Placed cells, one colour a class:
The bar under the picture is 20 um long. Fill, decap, tap and diode cells in grey.
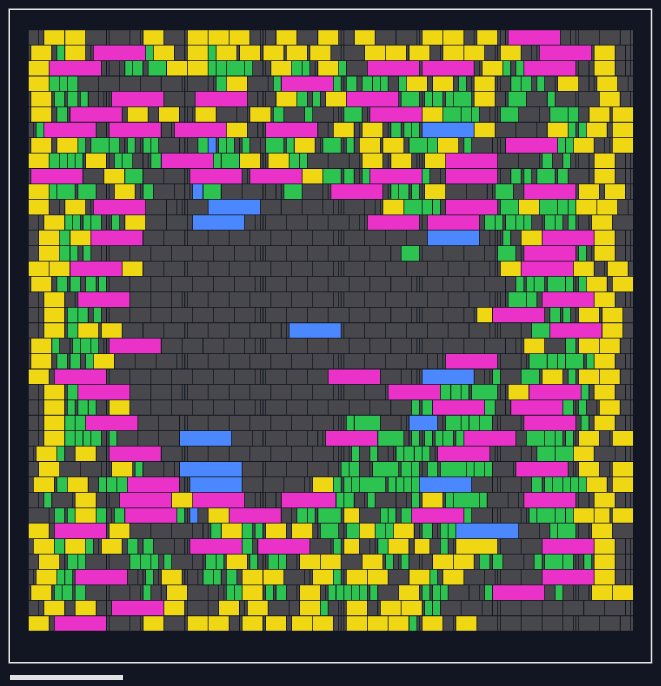
Cell outlines without signal wires:
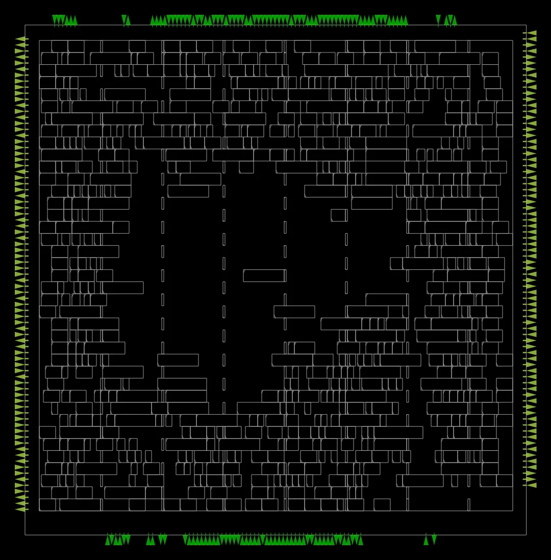
Clock network drawn from the DEF:
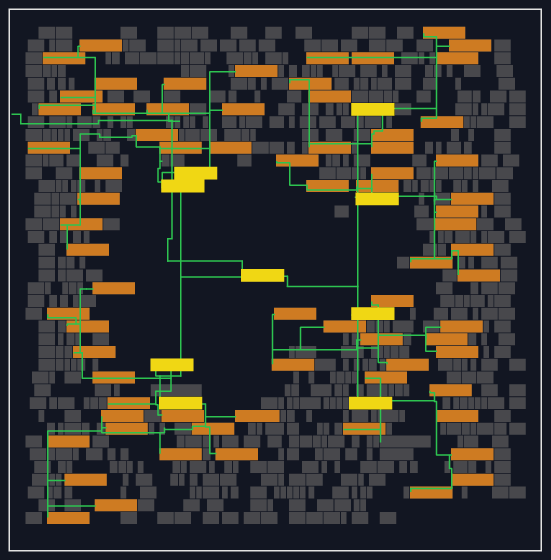
Design bus_arb2, sky130hd; sources not shown.
==> summary.rpt <==
FLOW METRICS REPORT
----------------------------------------------------
[Floorplanning]
  Initial standard-cell utilization of the core ........................ 0.351
  Number of placed I/O pins ........................ 286
  Die width ........................ 113 um
  Die ar. ........................ 0.0130 mm^2
  Overall die height ........................ 115 um

[Job]
  Max-cap violations ........................ 0
  Tool warning count ........................ 30

[Drt]
  Wire length reported by the detailed router ........................ 12100 um
  Vias per Instance ........................ 4.85
  Average wire length per cell after detail routing ........................ 15.2 um
  Via count ........................ 3876
  Iteration tally of the first detailed-router pass ........................ 4
  Iteration-0 DRC count of the detailed router ........................ 286
  DRC viols ........................ 0

[Synth]
  Count of instantiated cells in the yosys netlist ........................ 475
  Number of synthesized register bits ........................ 73
  Post-synthesis cell area ........................ 0.00397 mm^2
  Number of warnings reported in the yosys synthesis log ........................ 0
  Unique cell types ........................ 23
  Multiplexer fraction of the synthesized cell area ........................ 0
  Fraction of the mapped netlist area in compound gates ........................ 0.215
  Synth logic family ........................ AND-OR/OR-AND gates
  Synth Area in XOR/XNOR ........................ 0
  Floorplan Nets ........................ 665
  Mean cell area of the mapped netlist ........................ 8.36 um^2
  Fa+ha+maj area frac ........................ 0.0189
  And+or+nand+nor area frac ........................ 0.180
  Chip area from the yosys synthesis statistics ........................ 0.00397 mm^2
  Cells after Synth ........................ 475
  Post-synth seq share ........................ 0.460

[Critical path]
  Crit-path leading delay family ........................ buffers and inverters
  Crit-path cells ........................ ha_1, inv_1, nor3_1, clkdlybuf4s50_1
  Worst-path cell with the longest stage delay ........................ sky130_fd_sc_hd__clkdlybuf4s50_1
  Critical path capture point type ........................ output port
  Critical path type ........................ reg2out
  Reg-to-reg slack, setup ........................ 1.83 ns
  Crit path largest cell delay ........................ 0.70 ns
  Critical path buffer and inverter count ........................ 2
  Critical path launch point type ........................ flop
  Data arrival, critical path ........................ 1.88 ns
  Biggest fanout along the worst timing path ........................ 4
  Worst R2R Path Depth ........................ 5
  Worst EP required ........................ 2.88 ns

[Cells and area]
  Post-layout nets ........................ 843
  Layout area overhead ........................ 58.1%
  Fraction of final layout cells with drive strength greater than 1 ........................ 0.102

[Timing]
  Share of the clock period used by the worst path after layout ........................ 0.722
  Setup ws final ........................ 1.00 ns
  Hold slack final ........................ 0.482 ns
  Final Max Slew Viols ........................ 0
  Achievable frequency ........................ 0.385 GHz
  Count of endpoints failing setup in the final report ........................ 0
  Min Tclk post-route ........................ 2.60 ns
  Final sum of negative setup slack ........................ 0 ns
  Skew final ........................ 0.00377 ns
  Hold Violations, Final ........................ 0
  Worst slew pin tran ........................ 0.947 ns
  Slew margin rel. ........................ 0.369
  Unrepaired setup endpoints after global routing ........................ no

[CTS]
  CTS Root Buffer Type ........................ sky130_fd_sc_hd__clkbuf_16
  Num CTS Buffers ........................ 9
  Count of buffers added by post-CTS timing repair for setup ........................ 0
  Cts repair resizes ........................ 0
  Clk sink count ........................ 73
  Clock slew seen by the registers of the worst setup and hold paths ........................ 0.06 ns
  Number of levels in the clock H-tree ........................ 3
  Hold-fix buffers at CTS ........................ 0
  TritonCTS clock tree ........................ yes

[Power and ir drop]
  Register share of total power ........................ 0.278
  Design internal power ........................ 3.04 mW
  Overall power of the completed layout ........................ 5.33 mW
  Leakage component of the power ........................ 2.62 nW
  Switching power of the nets ........................ 2.29 mW
  Switching part of the total ........................ 0.429
  Maximum vdd drop ........................ 0.000524 V
  Fraction of power consumed by combinational cells ........................ 0.545

[Placed design]
  HPWL after detailed placement ........................ 8830 um
  Routability-driven placement congestion ratio ........................ 0.866
  Placed Cells incl. Taps ........................ 785
  Post-place setup slack ........................ 1.19 ns
  Number of port buffers ........................ 221

[GRT]
  Gr ovfl total ........................ 0
  Via count of the first global-routing pass ........................ 3868
  Largest net degree at the start of global routing ........................ 74
  Number of antenna violations at the first check in global routing ........................ 0
  Wire length of the first global-routing pass ........................ 18900 um

[Outcome]
  Result of the run ........................ completed

[Hold path]
  Worst hold path class ........................ reg2reg

----------------------------------------------------
## Picture notes: 'placed cells, one colour a class'
Blue is clock drivers and dummy loads, cells 15. Yellow is remaining buffers and delay cells, cells 227. Green is combinational and other logic, cells 342. Magenta is sequential cells, cells 73.
Floorplan Core Area: 0.0113 mm^2
register share of the cell area: 0.291
number of cell rows: 39
total non-filler cell area in the finished layout: 0.00628 mm^2
final core utilization: 0.555

## Picture notes: 'cell outlines without signal wires'
non-filler instance count after layout: 800
filler cell count: 1014

## Picture notes: 'clock network drawn from the DEF'
Green is clock wires, length 994 um. Yellow is clock drivers, count 9. Orange is flip-flops, count 73.
Position of the flops: all over the die.
worst-skew pair later-pin latency: 0.32 ns
power dissipated in the clock network: 0.942 mW
power share of the clock group: 0.177

## synthesized netlist by cell type, drive strengths merged
library cell / number / area [um^2]
a21oi: 2 / 10.0
o22ai: 1 / 12.5
clkbuf: 3 / 11.3
nor3: 3 / 15.0
dfrtp: 72 / 1800
o21ai: 137 / 832
or2: 2 / 15.0
dfstp: 1 / 26.3
nand3b: 1 / 7.51
ha: 6 / 75.1
nand2: 89 / 344
nand3: 4 / 20.0
nor2: 83 / 312
inv: 14 / 52.6
buf: 57 / 438
## power by group through the flow
| stage | Sequential [mW] | Combinational, mW | Clock, mW |
|---|---|---|---|
| 2_1_floorplan | 2.17 | 1.13 | 0 |
| 3_3_place_gp | 1.47 | 2.86 | 0 |
| 3_5_place_dp | 1.49 | 2.93 | 0 |
| 4_1_cts | 1.48 | 2.94 | 0.964 |
| 5_1_grt | 1.53 | 3.14 | 0.996 |
| 6_report | 1.48 | 2.91 | 0.942 |
## kinds of logic (layout without fill, tap and decap cells)
family | Yosys count | after routing
buf+inv | 74 | 256
fa+ha+maj | 6 | 6
flops | 73 | 73
compound gates | 140 | 140
simple gates | 182 | 182
## cell type report
cell class / count / area, um^2
Inverter: 14 / 52.6
Fill cell: 1014 / 5040
Sequential cell: 73 / 1830
Tap cell: 143 / 179
Multi-Input combinational cell: 328 / 1640
Clock inverter: 3 / 65.1
Timing Repair Buffer: 227 / 2270
Clock buffer: 12 / 246
## cells in the final DEF, fill, tap and decap left out, drive strengths merged
cell           count
a21oi              2
buf                7
bufinv             2
clkbuf            12
clkdlybuf4s50    220
clkinv             1
dfrtp             72
dfstp              1
ha                 6
inv               14
nand2             89
nand3              4
nand3b             1
nor2              83
nor3               3
o21ai            137
o22ai              1
or2                2
## metrics by stage
stage                     utilization  area (um^2)
after floorplan                     -         3970
after global placement          0.527         5970
after detailed placement        0.527         5970
after CTS                       0.555         6280
after global routing            0.555         6280
final                           0.555         6280
## tightest hold or removal path, cell delays in order, from the launching register on
cell                      delay, ns
sky130_fd_sc_hd__dfrtp_1       0.34
sky130_fd_sc_hd__nand2_1       0.05
sky130_fd_sc_hd__o21ai_0       0.06
## per-layer routing
metal | vias up | GRT usage | part of all wire | routed length, um
li1 | 1871 | - | - | -
met1 | 1809 | 0.210 | 0.39 | 4780
met2 | 168 | 0.316 | 0.50 | 6070
met3 | 28 | 0.0516 | 0.085 | 1040
met4 | 0 | 0.0697 | 0.020 | 240
met5 | - | 0 | 0 | 0
Power figures rest on the tool's default switching activity, not on a simulated workload.
